<file path="src/rtl/acq_pkg.sv">
`default_nettype none
// ============================================================================
// Module      : acq_pkg
// Description : Shared state encoding and default sizing for the acquisition
//               sequencer.
// Revision    : 1.0 - initial release
// ============================================================================
package acq_pkg;

    localparam int c_CNT_W_DEF       = 16;
    localparam int c_HOLDOFF_CYC_DEF = 4;

    typedef enum logic [2:0] {
        ST_IDLE    = 3'd0,
        ST_ARMED   = 3'd1,
        ST_DELAY   = 3'd2,
        ST_CAPTURE = 3'd3,
        ST_HOLDOFF = 3'd4
    } acq_state_t;

endpackage
`default_nettype wire

</file>
<file path="src/rtl/acq_edge_det.sv">
`default_nettype none
// ============================================================================
// Module      : acq_edge_det
// Description : Rising-edge detector; the previous level is registered and
//               the edge is flagged in the same cycle the input goes high.
// Revision    : 1.0 - initial release
// ============================================================================
module acq_edge_det (
    input  logic clk,
    input  logic rst,
    input  logic i_sig,
    output logic o_rise
);

    logic r_prev;

    always_ff @(posedge clk or negedge rst) begin
        if (!rst) begin
            r_prev <= 1'b0;
        end else begin
            r_prev <= i_sig;
        end
    end

    assign o_rise = i_sig & ~r_prev;

endmodule
`default_nettype wire

</file>
<file path="src/rtl/acq_seq_ctrl.sv">
`default_nettype none
// ============================================================================
// Module      : acq_seq_ctrl
// Description : Arm / trigger / post-trigger delay / N-sample capture
//               sequencer for one acquisition channel.
//               Optional macro ACQ_AUTO_REARM_EN: HOLDOFF re-arms instead of
//               returning to IDLE.
// Revision    : 1.0 - initial release
// ============================================================================
module acq_seq_ctrl
    import acq_pkg::*;
#(
    parameter int CNT_W       = c_CNT_W_DEF,
    parameter int HOLDOFF_CYC = c_HOLDOFF_CYC_DEF
) (
    input  logic             clk,
    input  logic             rst,
    input  logic             arm_i,
    input  logic             abort_i,
    input  logic             trig_i,
    input  logic [CNT_W-1:0] n_samples_i,
    input  logic [CNT_W-1:0] delay_i,
    input  logic             sample_valid_i,
    output logic             adc_en_o,
    output logic             capture_o,
    output logic             busy_o,
    output logic             done_o,
    output logic             overrun_o,
    output logic [2:0]       state_o
);

    localparam int c_HOLD_W = (HOLDOFF_CYC > 1) ? $clog2(HOLDOFF_CYC) : 1;

    acq_state_t          r_state,  w_state_nxt;
    logic [CNT_W-1:0]    r_n_lat,  w_n_lat_nxt;
    logic [CNT_W-1:0]    r_d_lat,  w_d_lat_nxt;
    logic [CNT_W-1:0]    r_dcnt,   w_dcnt_nxt;
    logic [CNT_W-1:0]    r_scnt,   w_scnt_nxt;
    logic [c_HOLD_W-1:0] r_hcnt,   w_hcnt_nxt;
    logic                r_done,   w_done_nxt;
    logic                r_overrun, w_overrun_nxt;
    logic                w_trig_edge;

    acq_edge_det u_trig_edge (
        .clk    (clk),
        .rst    (rst),
        .i_sig  (trig_i),
        .o_rise (w_trig_edge)
    );

    always_ff @(posedge clk or negedge rst) begin
        if (!rst) begin
            r_state   <= ST_IDLE;
            r_n_lat   <= '0;
            r_d_lat   <= '0;
            r_dcnt    <= '0;
            r_scnt    <= '0;
            r_hcnt    <= '0;
            r_done    <= 1'b0;
            r_overrun <= 1'b0;
        end else begin
            r_state   <= w_state_nxt;
            r_n_lat   <= w_n_lat_nxt;
            r_d_lat   <= w_d_lat_nxt;
            r_dcnt    <= w_dcnt_nxt;
            r_scnt    <= w_scnt_nxt;
            r_hcnt    <= w_hcnt_nxt;
            r_done    <= w_done_nxt;
            r_overrun <= w_overrun_nxt;
        end
    end

    always_comb begin
        w_state_nxt   = r_state;
        w_n_lat_nxt   = r_n_lat;
        w_d_lat_nxt   = r_d_lat;
        w_dcnt_nxt    = r_dcnt;
        w_scnt_nxt    = r_scnt;
        w_hcnt_nxt    = r_hcnt;
        w_done_nxt    = 1'b0;
        w_overrun_nxt = r_overrun;

        if (abort_i) begin
            w_state_nxt = ST_IDLE;
            w_dcnt_nxt  = '0;
            w_scnt_nxt  = '0;
            w_hcnt_nxt  = '0;
        end else begin
            case (r_state)
                ST_IDLE: begin
                    if (arm_i) begin
                        w_n_lat_nxt   = n_samples_i;
                        w_d_lat_nxt   = delay_i;
                        w_overrun_nxt = 1'b0;
                        // A zero-length request completes without arming.
                        if (n_samples_i == '0) begin
                            w_done_nxt = 1'b1;
                        end else begin
                            w_state_nxt = ST_ARMED;
                        end
                    end
                end
                ST_ARMED: begin
                    if (w_trig_edge) begin
                        w_dcnt_nxt  = r_d_lat;
                        w_scnt_nxt  = r_n_lat;
                        w_state_nxt = (r_d_lat != '0) ? ST_DELAY : ST_CAPTURE;
                    end
                end
                ST_DELAY: begin
                    if (sample_valid_i && (r_dcnt != '0)) begin
                        w_dcnt_nxt = r_dcnt - CNT_W'(1);
                        if (r_dcnt == CNT_W'(1)) begin
                            w_state_nxt = ST_CAPTURE;
                        end
                    end
                end
                ST_CAPTURE: begin
                    if (sample_valid_i && (r_scnt != '0)) begin
                        w_scnt_nxt = r_scnt - CNT_W'(1);
                        if (r_scnt == CNT_W'(1)) begin
                            w_done_nxt  = 1'b1;
                            w_hcnt_nxt  = c_HOLD_W'(HOLDOFF_CYC - 1);
                            w_state_nxt = ST_HOLDOFF;
                        end
                    end
                end
                ST_HOLDOFF: begin
                    if (r_hcnt == '0) begin
`ifdef ACQ_AUTO_REARM_EN
                        w_state_nxt   = ST_ARMED;
                        w_overrun_nxt = 1'b0;
`else
                        w_state_nxt   = ST_IDLE;
`endif
                    end else begin
                        w_hcnt_nxt = r_hcnt - c_HOLD_W'(1);
                    end
                end
                default: begin
                    w_state_nxt = ST_IDLE;
                end
            endcase
        end

        // A late trigger is flagged even if the same cycle aborts.
        if (w_trig_edge && ((r_state == ST_DELAY) || (r_state == ST_CAPTURE))) begin
            w_overrun_nxt = 1'b1;
        end
    end

    assign adc_en_o  = (r_state == ST_ARMED) || (r_state == ST_DELAY) ||
                       (r_state == ST_CAPTURE);
    assign capture_o = (r_state == ST_CAPTURE) && sample_valid_i;
    assign busy_o    = (r_state != ST_IDLE);
    assign done_o    = r_done;
    assign overrun_o = r_overrun;
    assign state_o   = r_state;

endmodule
`default_nettype wire

</file>
<file path="config.mk">
export PLATFORM = sky130hd
export DESIGN_NAME = acq_seq_ctrl
export DESIGN_NICKNAME = d
export VERILOG_FILES = /design/src/rtl/acq_pkg.sv /design/src/rtl/acq_edge_det.sv /design/src/rtl/acq_seq_ctrl.sv
export SDC_FILE = /design/constraint.sdc
export NUM_CORES = 1
export LEC_CHECK = 0
export ABC_AREA = 1
export CORE_UTILIZATION = 30
export DETAILED_ROUTE_END_ITERATION = 8
export GPL_ROUTABILITY_DRIVEN = 0
export GPL_TIMING_DRIVEN = 0
export PLACE_DENSITY_LB_ADDON = 0.1
export SLEW_MARGIN = 20
export SYNTH_ARGS = -nofsm -noshare
export SYNTH_HDL_FRONTEND = slang
export SYNTH_SLANG_ARGS = --single-unit
</file>
<file path="constraint.sdc">
create_clock -name clk -period 2.2 [get_ports clk]
set_clock_uncertainty 0.2 [all_clocks]
set_input_delay 0.22 -clock clk [delete_from_list [all_inputs] [get_ports clk]]
set_output_delay 0.22 -clock clk [all_outputs]
set_load 0.005 [all_outputs]
</file>
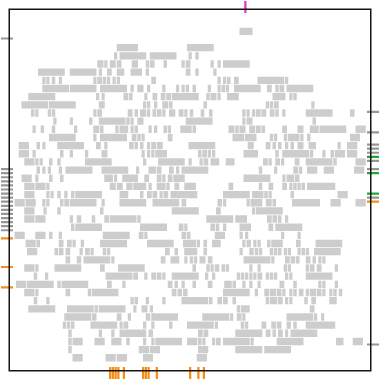
Run 1: pin placement
Drawn at 3 px/um. Pins as bars across the die edge, other pins in gray.
magenta -> capture_o  # pins 1, direction output, edge top
orange -> delay_i  # pins 16, direction input, edge 12 bottom, 3 left, 1 right
green -> state_o  # pins 3, direction output, edge right
all pins by edge = 20 left, 13 right, 12 bottom, 1 top

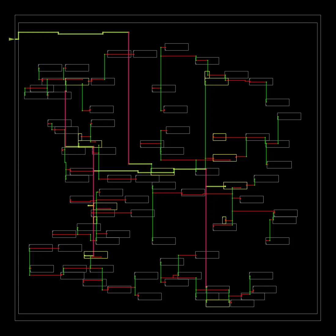
Run 1: clock wiring as the flow saved it
flop count: 72
Clock group: 1.31 mW

==> results.txt, run 1 <==
run results: status=complete, no violations, Mapped Cells=585, CTS Root Cell=clkbuf_16, CP endpoint kind=output pin, DRC errors left=0, CTS Sinks=roughly 72, antenna violations before repair=0, die width=between 100 and 150 um, Slowest Stage Delay on Critical Path=460 ps, Iteration-0 DRC Markers=218, Largest logic family=simple AND/OR/NAND/NOR gates, Post-Syn Area per Cell=7.14 sq um, post-CTS setup buffers=1, Logic cell area=2070 sq um, number of multi-input logic gates=441, hold path endpoint=state_o[1]$_DFFE_PN0P_, via count=roughly 3,900, cts hold-fix bufs=1, first-pass GRT wire length=between 15,000 and 20,000 um, Cell variety after synth=36, dpl cell area=4860 sq um, met3 Usage GRT=3.09%, core box area=around 13,000 sq um, r2r endpoint=r_scnt[12]$_DFFE_PN0P_, RSZ-0062 raised after global routing=false, CP startpoint=state_o[1]$_DFFE_PN0P_, router iterations before antenna repair=5, Tap Count=between 150 and 200, Post-Layout Cell Count=approximately 820, worst-margin pin slew=467 ps, final period utilization=between 90% and 100%, Buffers excl. clock=61, Crit path depth=3, top layer in use=met4, clock slew at the register clock pins of the worst setup and hold paths=60 ps, Yosys top cell by area=dfrtp_1, post-DR wirelength/cell=~14 um, post-place setup slack=about 31 ps, Non-clock buffer share=11.2%, CTS buffer count=9
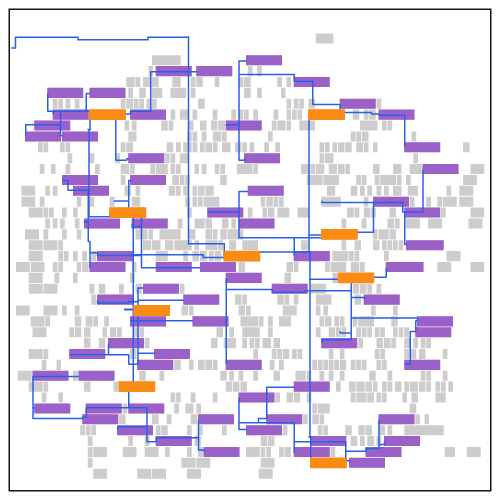
Run 1: routed clock nets over the placement
Drawn at 4 px/um.
purple -> flip-flops  # count 72
blue -> clock wires  # length 1,130 um
orange -> clock drivers  # count 9
flops lie = widely spread

--- run 2 (diff from run 1) ---
--- a/config.mk
+++ b/config.mk
@@ -5,7 +5,7 @@
 export SDC_FILE = /design/constraint.sdc
 export NUM_CORES = 1
 export LEC_CHECK = 0
-export ABC_AREA = 1
+export ABC_AREA = 0
 export CORE_UTILIZATION = 30
 export DETAILED_ROUTE_END_ITERATION = 8
 export GPL_ROUTABILITY_DRIVEN = 0
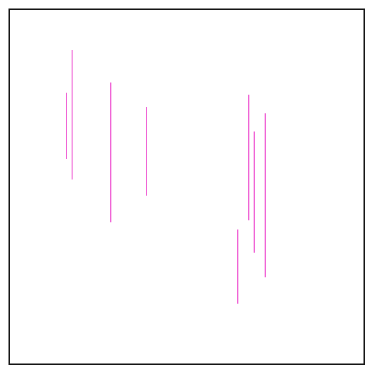
Run 2: signal wires on met4
Drawn at 3 px/um.
nets with wire on the layer = 7
main direction = vertical

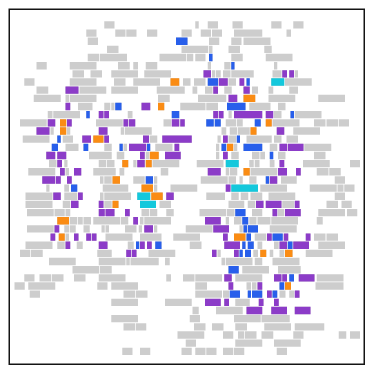
Run 2: selected gate families
Drawn at 3 px/um.
blue -> NAND gates  # cells 45, most used nand2_1
orange -> AND and OR gates  # cells 23, most used or3_1
cyan -> adder and majority cells  # cells 5, most used ha_1
purple -> inverting AOI/OAI gates  # cells 105, most used a21oi_1

==> run 2 against run 1 <==
Compared with the run above:
- the run now ends with negative setup slack left
- synthesized cell count decreased by 31%
- fmax decreased by 8.2%
- critical path depth increased by 3
- hold slack got worse by 7.4 ps
- clock power increased by 8%
- global-route usage increased by 0.70 points
- critical path type is now reg2reg
- critical endpoint is now r_dcnt[13]$_DFFE_PN0P_
==> results.txt, run 2 <==
run results: fin worst setup slack=-41.0 ps, clock slew at the register clock pins of the worst setup and hold paths=60 ps (about the same), die width=118 um (-1.8%), post-DR wirelength/cell=18.2 um (+30%), antenna violations before repair=0 (unchanged), Buffers excl. clock=103 (+69%), failing checks=negative setup slack, dpl cell area=4720 sq um (-2.9%), cts hold-fix bufs=1 (unchanged), Non-clock buffer share=16.9% (+5.7 points), status=finished with violations, Yosys top cell by area=dfrtp_1, Setup-failing EPs final=10, core box area=12,900 sq um (-3.9%), post-CTS setup buffers=26 (+25), CP startpoint=r_dcnt[6]$_DFFE_PN0P_, met3 Usage GRT=3.25% (+0.16 points), DRC errors left=0 (unchanged), CP endpoint kind=flop, router iterations before antenna repair=4 (-1)
Power is estimated from default activity; no workload was simulated.
